### Register map, names as in the netlist

Scale bar: 20 um. Other sequential cells in the stronger gray, the rest of the logic in the fainter gray.
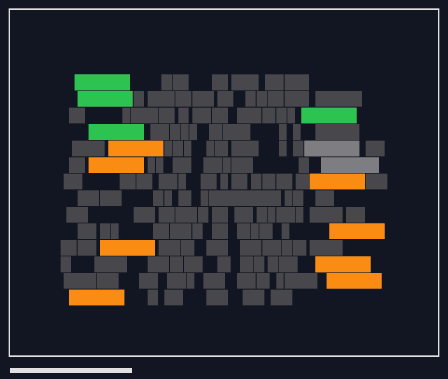
### Drive-strength map

Scale bar: 20 um.
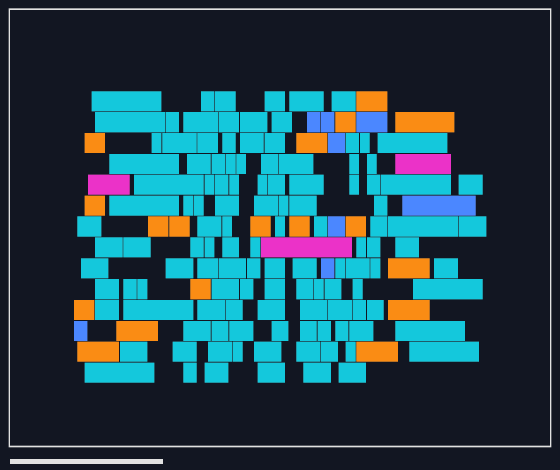
### Routed metal, one color a layer

Scale bar: 20 um.
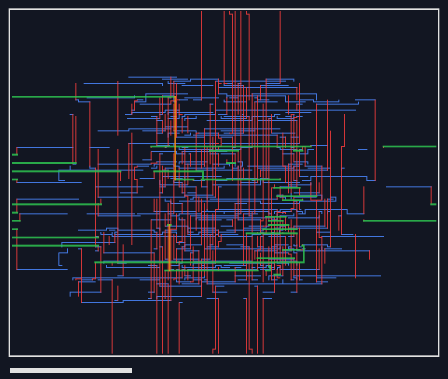
### I/O nets highlighted

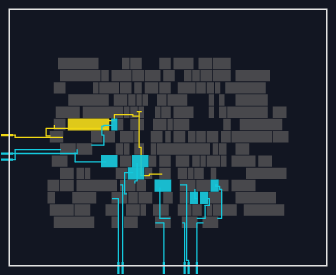
### The clock network

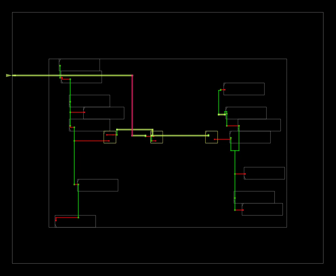
[config.mk]
export PLATFORM = sky130hd
export DESIGN_NAME = shift_register_universal
export DESIGN_NICKNAME = d
export VERILOG_FILES = /design/src/rtl/shift_register_universal.sv
export SDC_FILE = /design/constraint.sdc
export NUM_CORES = 1
export LEC_CHECK = 0
export CORE_ASPECT_RATIO = 0.75
export CORE_MARGIN = 8
export CORE_UTILIZATION = 46
export DETAILED_ROUTE_END_ITERATION = 16
export GPL_TIMING_DRIVEN = 0
export PLACE_DENSITY = 0.79
export SYNTH_ARGS = -nofsm -noshare
export SYNTH_HDL_FRONTEND = slang
export SYNTH_SLANG_ARGS = --single-unit
[constraint.sdc]
create_clock -name clk -period 1.6 [get_ports clk]
set_input_delay 0.48 -clock clk [delete_from_list [all_inputs] [get_ports clk]]
set_output_delay 0.48 -clock clk [all_outputs]
set_load 0.02 [all_outputs]
[src/rtl/shift_register_universal.sv]
// shift_register_universal: N-bit universal shifter with rotate, arithmetic shift,
// parallel load and an autonomous right-shift burst mode with done pulse.
module shift_register_universal #(
    parameter int N  = 8,
    parameter int LW = 4
) (
    input  logic          clk,
    input  logic          rst_n,
    input  logic          en_i,
    input  logic [2:0]    op_i,
    input  logic [N-1:0]  d_i,
    input  logic [LW-1:0] len_i,
    input  logic          sin_l_i,
    input  logic          sin_r_i,
    output logic [N-1:0]  q_o,
    output logic          sout_r_o,
    output logic          sout_l_o,
    output logic          busy_o,
    output logic          done_o
);
    typedef enum logic {IDLE, SHIFT} state_t;
    localparam logic [LW-1:0] LEN_MAX = LW'(N);
    state_t        state_q, state_d;
    logic [N-1:0]  q_q, q_d;
    logic [LW-1:0] cnt_q, cnt_d, len_c;
    logic          done_q, done_d;
    assign len_c = (len_i > LEN_MAX) ? LEN_MAX : len_i;
    always_comb begin
        state_d = state_q;
        q_d     = q_q;
        cnt_d   = cnt_q;
        done_d  = 1'b0;
        if (state_q == SHIFT) begin
            q_d   = {sin_l_i, q_q[N-1:1]};
            cnt_d = cnt_q - LW'(1);
            if (cnt_q == LW'(1)) begin
                state_d = IDLE;
                done_d  = 1'b1;
            end
        end else if (en_i) begin
            case (op_i)
                3'b001:  q_d = {sin_l_i, q_q[N-1:1]};
                3'b010:  q_d = {q_q[N-2:0], sin_r_i};
                3'b011:  q_d = {q_q[0], q_q[N-1:1]};
                3'b100:  q_d = {q_q[N-2:0], q_q[N-1]};
                3'b101:  q_d = {q_q[N-1], q_q[N-1:1]};
                3'b110:  q_d = d_i;
                3'b111: begin
                    // zero-length burst completes immediately without entering SHIFT
                    cnt_d   = len_c;
                    done_d  = (len_c == '0);
                    state_d = (len_c == '0) ? IDLE : SHIFT;
                end
                default: q_d = q_q;
            endcase
        end
    end
    always_ff @(posedge clk or negedge rst_n) begin
        if (!rst_n) begin
            state_q <= IDLE;
            q_q     <= '0;
            cnt_q   <= '0;
            done_q  <= 1'b0;
        end else begin
            state_q <= state_d;
            q_q     <= q_d;
            cnt_q   <= cnt_d;
            done_q  <= done_d;
        end
    end
    assign q_o      = q_q;
    assign sout_r_o = q_q[0];
    assign sout_l_o = q_q[N-1];
    assign busy_o   = (state_q == SHIFT);
    assign done_o   = done_q;
endmodule

==> out/metrics.csv <==
stage,metric,value,unit
run_status,status,finished clean,
yosys,cell count listed in synth_stat.txt,115,
routing,DR vias/cell,5.98,
timing,Final min period,1.57,ns
floorplan,die y size,56.8,um
routing,metal2 WL,1390,um
cells_and_area,Final Core Density,70.3,%
cells_and_area,logic share of the area,42.7,%
cells_and_area,share of cells above drive strength 1,19.3,%
yosys,Nets at Floorplan,137,
cells_and_area,count of clock buffers in the final design,3,
flow_run,OpenROAD warnings,28,
worst_hold_path,worst hold path class,reg -> reg,
floorplan,Core ar.,0.00205,mm2
timing,Final Setup Violations,0,
worst_setup_path,Worst Setup End Kind,output port,
floorplan,Die ar.,0.00399,mm2
timing,max frequency,638,MHz
worst_setup_path,Top delay family on crit path,flip-flops,
floorplan,die width,70.4,um
floorplan,I/O pin count,32,
routing,first drt pass iteration count,4,
grt,M1 GR Usage,18.6,%
routing,wire per inst,17.7,um
cells_and_area,n_diodes,0,
power_and_ir_drop,maximum vdd drop,1.16,mV
cells_and_area,most used logic cell in the final layout,nand2_1,
yosys,synth unique cells,34,
timing,Fin. Hold Viols,0,
grt,largest net degree at the start of global routing,15,
floorplan,FP Util,49.8,%
clocking,clk slew on worst S/H paths,0.07,ns
grt,first-pass GRT wire length,4730,um
worst_setup_path,Setup CP Type,reg -> out,
grt,initial antenna violation count,0,
clocking,CTS tree,built,
yosys,synth warn,0,
cells_and_area,area growth from synthesis to layout,41.2,%
worst_setup_path,FF-to-FF setup slack,0.10,ns
cells_and_area,Non-clock buffers,42,
worst_setup_path,reg2reg start,busy_o,
cells_and_area,Top cells excl fill/tap,"17 x nand2_1, 13 x dfrtp_1, 11 x clkdlybuf4s50_1",
cells_and_area,Nets,174,
clocking,Max H-tree Level,1,
routing,drt drc,0,
grt,GRT busiest layer,met2,
cells_and_area,final std cells w/o fill,174,
worst_setup_path,crit start category,flip-flop,
worst_setup_path,CP max stage cell,dfrtp_1,
worst_setup_path,worst r2r path cells,4,
timing,final hold slack,0.552,ns
cells_and_area,Non-clk invs,5,
routing,Top Metal Used,met4,
timing,post-layout period usage,97.9,%
routing,metal3 WL,281,um
clocking,hold_buf cts,0,
worst_setup_path,crit path DAT,1.09,ns
cells_and_area,Clock-cell share,1.56,%
yosys,Commonest flop,dfrtp_1,
grt,met3 Usage GRT,6.49,%
grt,GRT Total Usage,14.4,%
cells_and_area,final non-filler cell area,0.00144,mm2
worst_setup_path,stages on the worst setup path,1,
worst_setup_path,Crit. Startpoint,q_o[3],
flow_run,max cap viols,0,
Back to the opening pictures, 'Register map, names as in the netlist':
cnt_q: shown in green, placed flops 4. q_o: shown in orange, placed flops 8.

Back to the opening pictures, 'Drive-strength map':
_3 and _4 cells: shown in orange, cells 18. _6 and larger: shown in magenta, cells 3. _0 and _1 cells: shown in cyan, cells 121. _2 cells: shown in blue, cells 8.

Back to the opening pictures, 'Routed metal, one color a layer':
metal 1: shown in blue, wire length 1390 um. metal 4: shown in orange, wire length 21.1 um. metal 2: shown in red, wire length 1390 um. metal 3: shown in green, wire length 281 um.

Back to the opening pictures, 'I/O nets highlighted':
sout_l_o: shown in yellow, direction output, edge west, end cells 1, buffers 1, wire 57.8 um. d_i: shown in cyan, direction input, edge 6 south, 2 west, end cells 8, buffers 8, wire 173 um.

Back to the opening pictures, 'The clock network':
Flops: 14
clock skew: 0.000284 ns
Clock Power: 189 uW
clock sinks: 14
TritonCTS buffer count: 3

[kinds of logic after synthesis]
family / after synthesis / share of synthesized area [%]
adders and majority gates: 2 / 2.45
xor gates and xnor gates: 2 / 1.72
AOI/OAI and AO/OA: 38 / 26.1
muxes: 10 / 10.6
DFF: 14 / 34.4
buffers and inverters: 15 / 7.85
and+or+nand+nor: 34 / 16.9
[cells in the mapped netlist (all sizes together), types with 2 or more instances]
master  count  area share [%]
a211oi      6             4.4
a21oi      10             4.9
a31oi       5             4.5
buf         8             5.3
clkbuf      2            0.74
dfrtp      14              34
ha          2             2.5
inv         5             1.8
mux2        6             6.6
mux2i       4             3.9
nand2      17             6.3
nor2        2            0.74
nor2b       4             2.5
nor3b       3             2.2
o21ai       6             2.9
o221ai      5             4.3
or3         2             1.7
xnor2       2             1.7
[worst min-delay path by stage]
stage,from,end,slack (ns),cells after the start
after global placement,cnt_q[0],cnt_q[0],0.52,1
after global routing,cnt_q[0],cnt_q[0],0.60,1
final,cnt_q[0],cnt_q[0],0.55,1
after CTS,cnt_q[0],cnt_q[0],0.55,1
after floorplan,rst_n,busy_o,0.18,0
after detailed placement,cnt_q[0],cnt_q[0],0.55,1
[power by group]
| part | leakage [uW] | internal (uW) | switching [uW] | total, uW |
|---|---|---|---|---|
| Combinational | 0.000478 | 746 | 715 | 1460 |
| Sequential | 0.000165 | 532 | 222 | 755 |
| Clock | 0.0000138 | 87.1 | 102 | 189 |
[sequential cells by signal, summed over array words and instances (netlist names)]
register  flops
q_o           8
cnt_q         4
busy_o        1
done_o        1
[worst reg2reg max path, cell delays in order (launching register included)]
cell	delay, ns
dfrtp_2	0.47
or2_2	0.39
nand2_1	0.11
o221ai_1	0.12
mux2_4	0.30
Power is estimated from default activity; no workload was simulated.
